`config.mk`:
```
export PLATFORM = sky130hd
export DESIGN_NAME = date_entry_flat
export DESIGN_NICKNAME = d
export VERILOG_FILES = /design/src/rtl/date_pkg.sv /design/src/rtl/date_entry_if.sv /design/src/rtl/key_debounce.sv /design/src/rtl/date_entry.sv /design/src/flat_wrapper.sv
export SDC_FILE = /design/constraint.sdc
export NUM_CORES = 1
export LEC_CHECK = 0
export ABC_AREA = 0
export CAP_MARGIN = 20
export CORE_MARGIN = 5
export CORE_UTILIZATION = 60
export CTS_BUF_LIST = sky130_fd_sc_hd__clkbuf_16
export CTS_CLUSTER_DIAMETER = 60
export DETAILED_ROUTE_END_ITERATION = 6
export PLACE_DENSITY = 0.78
export SLEW_MARGIN = 5
export SYNTH_ARGS = -nofsm -noshare
export SYNTH_HDL_FRONTEND = slang
export SYNTH_HIERARCHICAL = 1
export SYNTH_SLANG_ARGS = --single-unit
export TNS_END_PERCENT = 1
```
`constraint.sdc`:
```
create_clock -name ADC_CLK_10 -period 5.4 [get_ports ADC_CLK_10]
set_input_delay 0.81 -clock ADC_CLK_10 [delete_from_list [all_inputs] [get_ports ADC_CLK_10]]
set_output_delay 0.81 -clock ADC_CLK_10 [all_outputs]
set_load 0.05 [all_outputs]
```
`src/rtl/date_pkg.sv`:
```
// Shared types, field encodings and calendar arithmetic for the date entry
// front end and the calendar core.
package date_pkg;

  // Edit FSM states.
  typedef enum logic [2:0] {
    StIdle,
    StEditYear,
    StEditMonth,
    StEditDay,
    StLoad
  } state_e;

  // Encoding of the field output; drives the display blink selection.
  localparam logic [1:0] FIELD_YEAR  = 2'd0;
  localparam logic [1:0] FIELD_MONTH = 2'd1;
  localparam logic [1:0] FIELD_DAY   = 2'd2;
  localparam logic [1:0] FIELD_NONE  = 2'd3;

  localparam logic [6:0] YEAR_MAX  = 7'd99;
  localparam logic [3:0] MONTH_MAX = 4'd12;

  // Last valid day of a month; leap selects the 29-day February.
  function automatic logic [4:0] days_in_month(input logic [3:0] month, input logic leap);
    logic [4:0] max_day;
    case (month)
      4'd2:                    max_day = leap ? 5'd29 : 5'd28;
      4'd4, 4'd6, 4'd9, 4'd11: max_day = 5'd30;
      default:                 max_day = 5'd31;
    endcase
    return max_day;
  endfunction

endpackage

```
`src/rtl/date_entry_if.sv`:
```
// Load bus between the date entry front end (writer) and the calendar core
// (reader/counter). The date fields are only meaningful while load_valid is high.
interface date_entry_if;

  logic       load_valid;
  logic       load_ready;
  logic [6:0] year_out;
  logic [3:0] month_out;
  logic [4:0] day_out;

  // Date entry side: offers the date.
  modport master (
    output load_valid,
    output year_out,
    output month_out,
    output day_out,
    input  load_ready
  );

  // Calendar side: accepts the date.
  modport slave (
    input  load_valid,
    input  year_out,
    input  month_out,
    input  day_out,
    output load_ready
  );

endinterface

```
`src/rtl/key_debounce.sv`:
```
// Pushbutton conditioner: 2-FF synchronizer, stability counter and a one-cycle
// pulse on each accepted press (debounced 1->0). Releases produce no pulse.
module key_debounce #(
  parameter int unsigned DEBOUNCE_CYCLES = 50000
) (
  input  logic i_clk,
  input  logic i_rst_n,
  input  logic i_btn_n,
  output logic o_level,
  output logic o_press
);

  localparam int unsigned CntW = (DEBOUNCE_CYCLES > 1) ? $clog2(DEBOUNCE_CYCLES) : 1;
  localparam logic [CntW-1:0] CntLast = CntW'(DEBOUNCE_CYCLES - 1);

  logic            r_sync1;
  logic            r_sync2;
  logic            r_level;
  logic            r_press;
  logic [CntW-1:0] r_cnt;

  logic w_mismatch;
  logic w_flip;

  assign w_mismatch = (r_sync2 != r_level);
  // Flip on the DEBOUNCE_CYCLES-th consecutive mismatching sample.
  assign w_flip     = w_mismatch && (r_cnt == CntLast);

  // Bring the raw button into the clock domain; released (1) out of reset.
  always_ff @(posedge i_clk or negedge i_rst_n) begin
    if (!i_rst_n) begin
      r_sync1 <= 1'b1;
      r_sync2 <= 1'b1;
    end else begin
      r_sync1 <= i_btn_n;
      r_sync2 <= r_sync1;
    end
  end

  // Count consecutive mismatches; any agreeing sample restarts the run.
  always_ff @(posedge i_clk or negedge i_rst_n) begin
    if (!i_rst_n) begin
      r_level <= 1'b1;
      r_cnt   <= '0;
      r_press <= 1'b0;
    end else begin
      r_press <= w_flip && r_level;
      if (w_flip) begin
        r_level <= r_sync2;
        r_cnt   <= '0;
      end else if (w_mismatch) begin
        r_cnt   <= r_cnt + CntW'(1);
      end else begin
        r_cnt   <= '0;
      end
    end
  end

  assign o_level = r_level;
  assign o_press = r_press;

endmodule

```
`src/rtl/date_entry.sv`:
```
// Date entry front end: edit FSM over year/month/day driven by two debounced
// buttons, with day clamping to the month length and a valid/ready load offer.
module date_entry
  import date_pkg::*;
#(
  parameter int unsigned DEBOUNCE_CYCLES = 50000
) (
  input  logic              ADC_CLK_10,
  input  logic              reset_n,
  input  logic              btn_adj_n,
  input  logic              btn_next_n,
  input  logic              edit_en,
  input  logic              dir,
  output logic [1:0]        field,
  output logic              editing,
  date_entry_if.master      load_if
);

  logic       r_en_s1;
  logic       r_en_s2;
  logic       r_en_prev;
  logic       r_dir_s1;
  logic       r_dir_s2;
  state_e     r_state;
  logic [6:0] r_year;
  logic [3:0] r_month;
  logic [4:0] r_day;

  logic       w_adj_press;
  logic       w_adj_level;
  logic       w_next_press;
  logic       w_next_level;
  logic       w_en_rise;
  state_e     w_state_nxt;
  logic [6:0] w_year_nxt;
  logic [3:0] w_month_nxt;
  logic [4:0] w_day_nxt;
  logic [4:0] w_max_cur;
  logic [4:0] w_max_nxt;
  logic [6:0] w_year_step;
  logic [3:0] w_month_step;
  logic [4:0] w_day_step;

  key_debounce #(
    .DEBOUNCE_CYCLES (DEBOUNCE_CYCLES)
  ) u_db_adj (
    .i_clk   (ADC_CLK_10),
    .i_rst_n (reset_n),
    .i_btn_n (btn_adj_n),
    .o_level (w_adj_level),
    .o_press (w_adj_press)
  );

  key_debounce #(
    .DEBOUNCE_CYCLES (DEBOUNCE_CYCLES)
  ) u_db_next (
    .i_clk   (ADC_CLK_10),
    .i_rst_n (reset_n),
    .i_btn_n (btn_next_n),
    .o_level (w_next_level),
    .o_press (w_next_press)
  );

  // Synchronize the switch levels; r_en_prev gives the rising-edge detector.
  always_ff @(posedge ADC_CLK_10 or negedge reset_n) begin
    if (!reset_n) begin
      r_en_s1   <= 1'b0;
      r_en_s2   <= 1'b0;
      r_en_prev <= 1'b0;
      r_dir_s1  <= 1'b0;
      r_dir_s2  <= 1'b0;
    end else begin
      r_en_s1   <= edit_en;
      r_en_s2   <= r_en_s1;
      r_en_prev <= r_en_s2;
      r_dir_s1  <= dir;
      r_dir_s2  <= r_dir_s1;
    end
  end

  assign w_en_rise = r_en_s2 && !r_en_prev;
  assign w_max_cur = days_in_month(r_month, r_year[1:0] == 2'b00);

  // One wrapping step of each field in the synchronized direction.
  always_comb begin
    w_year_step  = r_year;
    w_month_step = r_month;
    w_day_step   = r_day;
    if (r_dir_s2) begin
      w_year_step  = (r_year == YEAR_MAX) ? 7'd0 : r_year + 7'd1;
      w_month_step = (r_month == MONTH_MAX) ? 4'd1 : r_month + 4'd1;
      w_day_step   = (r_day >= w_max_cur) ? 5'd1 : r_day + 5'd1;
    end else begin
      w_year_step  = (r_year == 7'd0) ? YEAR_MAX : r_year - 7'd1;
      w_month_step = (r_month <= 4'd1) ? MONTH_MAX : r_month - 4'd1;
      w_day_step   = (r_day <= 5'd1) ? w_max_cur : r_day - 5'd1;
    end
  end

  // Next state and field updates; abort beats next, next beats adjust.
  always_comb begin
    w_state_nxt = r_state;
    w_year_nxt  = r_year;
    w_month_nxt = r_month;
    w_day_nxt   = r_day;
    case (r_state)
      StIdle: begin
        if (w_en_rise) w_state_nxt = StEditYear;
      end
      StEditYear: begin
        if (!r_en_s2)          w_state_nxt = StIdle;
        else if (w_next_press) w_state_nxt = StEditMonth;
        else if (w_adj_press)  w_year_nxt  = w_year_step;
      end
      StEditMonth: begin
        if (!r_en_s2)          w_state_nxt = StIdle;
        else if (w_next_press) w_state_nxt = StEditDay;
        else if (w_adj_press)  w_month_nxt = w_month_step;
      end
      StEditDay: begin
        if (!r_en_s2)          w_state_nxt = StIdle;
        else if (w_next_press) w_state_nxt = StLoad;
        else if (w_adj_press)  w_day_nxt   = w_day_step;
      end
      StLoad: begin
        // Fields are frozen here; edit_en is deliberately ignored.
        if (load_if.load_ready) w_state_nxt = StIdle;
      end
      default: w_state_nxt = StIdle;
    endcase
    // Keep the day legal for whatever year/month is about to be registered.
    w_max_nxt = days_in_month(w_month_nxt, w_year_nxt[1:0] == 2'b00);
    if (w_day_nxt > w_max_nxt) w_day_nxt = w_max_nxt;
  end

  // State and date registers.
  always_ff @(posedge ADC_CLK_10 or negedge reset_n) begin
    if (!reset_n) begin
      r_state <= StIdle;
      r_year  <= 7'd0;
      r_month <= 4'd1;
      r_day   <= 5'd1;
    end else begin
      r_state <= w_state_nxt;
      r_year  <= w_year_nxt;
      r_month <= w_month_nxt;
      r_day   <= w_day_nxt;
    end
  end

  // Decode state into the offer and display outputs.
  always_comb begin
    load_if.load_valid = 1'b0;
    field              = FIELD_NONE;
    editing            = 1'b0;
    case (r_state)
      StEditYear: begin
        field   = FIELD_YEAR;
        editing = 1'b1;
      end
      StEditMonth: begin
        field   = FIELD_MONTH;
        editing = 1'b1;
      end
      StEditDay: begin
        field   = FIELD_DAY;
        editing = 1'b1;
      end
      StLoad:  load_if.load_valid = 1'b1;
      default: ;
    endcase
  end

  assign load_if.year_out  = r_year;
  assign load_if.month_out = r_month;
  assign load_if.day_out   = r_day;

  // A press pulse always coincides with the debounced level having gone low.
  a_adj_press_low : assert property (@(posedge ADC_CLK_10) disable iff (!reset_n)
    w_adj_press |-> !w_adj_level);
  a_next_press_low : assert property (@(posedge ADC_CLK_10) disable iff (!reset_n)
    w_next_press |-> !w_next_level);

endmodule

```
`src/flat_wrapper.sv`:
```
// flat-port wrapper written by rule: the top's interface ports become plain ports
module date_entry_flat import date_pkg::*;
#(
  parameter int unsigned DEBOUNCE_CYCLES = 50000
)
  (ADC_CLK_10, reset_n, btn_adj_n, btn_next_n, edit_en, dir, field, editing, load_if_load_valid, load_if_year_out, load_if_month_out, load_if_day_out, load_if_load_ready);
  date_entry_if load_if_i ();
  input  logic ADC_CLK_10;
  input  logic reset_n;
  input  logic btn_adj_n;
  input  logic btn_next_n;
  input  logic edit_en;
  input  logic dir;
  output logic [1:0] field;
  output logic editing;
  output wire logic [$bits(load_if_i.load_valid)-1:0] load_if_load_valid;
  output wire logic [$bits(load_if_i.year_out)-1:0] load_if_year_out;
  output wire logic [$bits(load_if_i.month_out)-1:0] load_if_month_out;
  output wire logic [$bits(load_if_i.day_out)-1:0] load_if_day_out;
  input wire logic [$bits(load_if_i.load_ready)-1:0] load_if_load_ready;
  assign load_if_load_valid = load_if_i.load_valid;
  assign load_if_year_out = load_if_i.year_out;
  assign load_if_month_out = load_if_i.month_out;
  assign load_if_day_out = load_if_i.day_out;
  assign load_if_i.load_ready = load_if_load_ready;
  date_entry #(.DEBOUNCE_CYCLES(DEBOUNCE_CYCLES)) u_core (.ADC_CLK_10(ADC_CLK_10), .reset_n(reset_n), .btn_adj_n(btn_adj_n), .btn_next_n(btn_next_n), .edit_en(edit_en), .dir(dir), .field(field), .editing(editing), .load_if(load_if_i));
endmodule
```
**Metal 1**

Scale: 4 px per um. Supply wires on this layer in grey.
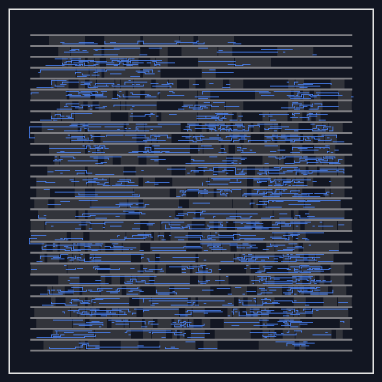
main direction: horizontal
nets with wire on the layer: 395
share of all routed wire: 43%

**Signal wires on met2**

Scale: 4 px per um.
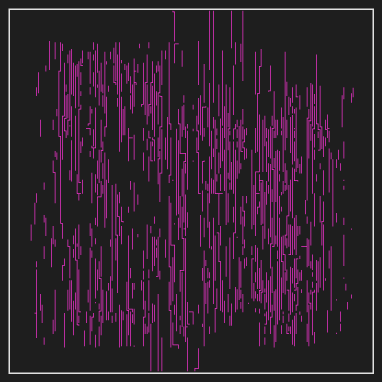
main direction: vertical
nets with wire on the layer: 363
longest straight run: 35.0 um
wire length on this layer: 3970 um
met2 Use GR: 33.5%
via count: 2938
total wire length: 7680 um

## worst paths after layout
path | startpoint | endpoint | slack [ns] | cells after the start
max in group asynchronous | reset_n | u_core/u_db_adj/r_cnt[6] | 4.22 | 2
hold / removal | u_core/r_dir_s1 | u_core/r_dir_s2 | 0.35 | 0
hold reg to reg | u_core/r_dir_s1 | u_core/r_dir_s2 | 0.35 | 0
setup / recovery | u_core/load_if.month_out[0] | u_core/load_if.day_out[1] | 1.54 | 17
setup reg to reg | u_core/load_if.month_out[0] | u_core/load_if.day_out[1] | 1.54 | 17
min in group asynchronous | reset_n | u_core/load_if.year_out[1] | 0.65 | 2
## layer usage
layer	share of wire [%]	vias up	track usage (%)	wire length, um
met2	52	66	33.5	3970
met4	1.4	0	8.06	106
met5	0	-	0	0
met3	4.0	11	4.08	307
li1	-	1439	-	-
met1	43	1422	23.9	3300
## Yosys cell counts, types with 5 or more instances
cell | instances | area (um2)
o21ai_0 | 17 | 85.1
nor2b_1 | 5 | 31.3
nor2_2 | 6 | 37.5
buf_6 | 5 | 56.3
nor2_1 | 45 | 169
nand4_1 | 6 | 37.5
nand2b_1 | 5 | 31.3
nand2_1 | 25 | 93.8
o22ai_1 | 5 | 31.3
nand3_1 | 15 | 75.1
nor3_1 | 13 | 65.1
and3_1 | 6 | 37.5
dfstp_2 | 8 | 210
inv_1 | 24 | 90.1
xnor2_1 | 29 | 254
a21oi_1 | 10 | 50.1
dfrtp_1 | 56 | 1400
ha_1 | 16 | 200
xor2_1 | 6 | 52.6
## cell type report
type,count,area [um2],area share [%]
Multi-Input combinational cell,289,2080,47.1
Timing Repair Buffer,27,263,5.94
Clock buffer,9,225,5.09
Tap cell,77,96.3,2.18
Sequential cell,64,1610,36.4
Clock inverter,6,51.3,1.16
Inverter,25,96.3,2.18
## power breakdown
group | internal, W | total [W] | switching [W]
clock network | 0.000347 | 0.000542 | 0.000194
registers | 0.000489 | 0.000499 | 0.0000102
logic | 0.0000152 | 0.0000429 | 0.0000277
## cells by family after synthesis
kind of cell,synth area share [%]
AOI/OAI and AO/OA,11.6
xor gates and xnor gates,7.87
adders and majority gates,5.14
buffers and inverters,5.20
DFF,41.3
muxes,2.50
and+or+nand+nor,26.3
## per-stage QoR
| step | utilization (%) | hold WS (ns) |
|---|---|---|
| after detailed placement | 65.4 | 0.343 |
| after global routing | 69.7 | 0.359 |
| after floorplan | - | 0.331 |
| final | 69.7 | 0.352 |
| after global placement | 65.4 | 0.345 |
| after CTS | 69.7 | 0.354 |
## registers in the layout (all words and copies together) (netlist names)
signal / cells
u_core/r_state: 3
u_core/u_db_adj/r_cnt: 16
u_core/u_db_adj/r_sync2: 1
u_core/u_db_next/o_level: 1
u_core/u_db_adj/r_sync1: 1
u_core/u_db_next/r_sync2: 1
u_core/u_db_next/o_press: 1
u_core/u_db_next/r_sync1: 1
u_core/load_if.month_out: 4
u_core/r_en_s1: 1
u_core/u_db_next/r_cnt: 16
u_core/r_dir_s1: 1
u_core/r_dir_s2: 1
u_core/load_if.year_out: 7
u_core/r_en_s2: 1
u_core/load_if.day_out: 5
u_core/r_en_prev: 1
u_core/u_db_adj/o_press: 1
u_core/u_db_adj/o_level: 1
==> flow_metrics.tcl <==
# collected from the flow reports
set metrics [dict create \
    chipWidth_um 90.6 \
    die_area_um2 8210 \
    synth-seq-cells 64 \
    status "complete, no violations" \
    path_buffers 1 \
    ir_drop_v 0.000236 \
    startpoint_type "flop" \
    hp-class "flop to flop" \
    timing.final.ws_setup_ns 1.54 \
    layout-drive-gt1-share_pct 15.0 \
    yosysWarnings 6 \
    clk_root_buffer_cell "clkbuf_16" \
    max_stage_delay_ns 0.60 \
    place_inst 482 \
    avgRoutedWirePerCell_um 15.4 \
    path_class "flop to flop" \
    dpl_cell_area_um2 4150 \
    arrival_ns 4.07 \
    critPathMaxFanout 9 \
    tool_warnings 33 \
    required_ns 5.61 \
    rsz0062_at_grt "no" \
    avgViaCountPerCell 5.91 \
    flop_cell "dfrtp_1" \
    portBuffers 26 \
    nets 439 \
    areaGrowthSynthToFinish_pct 13.6 \
    dr.pass1.iters 4 \
    cts_max_level 3 \
    antenna_found_initial 0 \
    hold_violations 0 \
    cp_cell_sequence "inv_1 -> ha_1 -> o21ai_0 -> o21ai_0 -> o21ai_0 -> ha_1 -> nand2b_1 -> a21o_1 -> a41o_1 -> o22ai_1 -> nand2_1 -> o21ai_0 -> ha_1 -> a21oi_1 -> a21oi_1 -> nand4_1 -> mux2_2" \
    yosys-stat-area_um2 3900 \
    hold_buffers 0 \
    cts_made_buffers 9 \
    die_h_um 90.6 \
    finalCritPeriodShare_pct 71.4 \
    cp_common_cell "o21ai_0" \
    finClkSkew_ns 0.00617 \
    coreArea_um2 6350 \
    lay_top_cells "dfrtp_1, nor2_1, xnor2_1" \
    grt_pass1_vias 2836 \
    p_leak_nw 1.90 \
    yosys_cells 394 \
    cp_top_family "AND-OR/OR-AND gates" \
    grt_max_degree 65 \
    final_cells 497 \
    hpwl_um 5190 \
    layout_top_cell "dfrtp_1" \
    synth_cell_types 70 \
    min_period_ns 3.86 \
    grt_pass1_wl_um 13300 \
    cts.sink_count 64 \
    synth_nets 417 \
    synthArstFlopShare_pct 100 \
    design_area_um2 4430 \
    avgSynthCellArea_um2 9.89 \
    ant_nets 0 \
    grt_overflow 0 \
    antenna_cells 0 \
    cap_violations 0 \
    place_congestion 0.877 \
    slew_headroom_pct 37.9 \
    yosysSeqAreaShare_pct 41.3 \
    initialDrtViolationCount 130 \
    worst_pin_slew_ns 0.932 \
    cp-end-kind "flop" \
    setup_viol 0 \
    syn_inst 394 \
    edf_count 0 \
    maxSlewViolCount 0 \
    setup_tns_ns 0 \
    grt_usage_pct 19.6 \
    nFillCells 484 \
    power_density_nw_per_um2 245 \
    p_total_w 0.00108 \
    ctsResizeCount 0 \
    pin_count 27 \
    drc 0 \
    max_freq_ghz 0.259 \
]
Power and IR drop assume default switching activity.
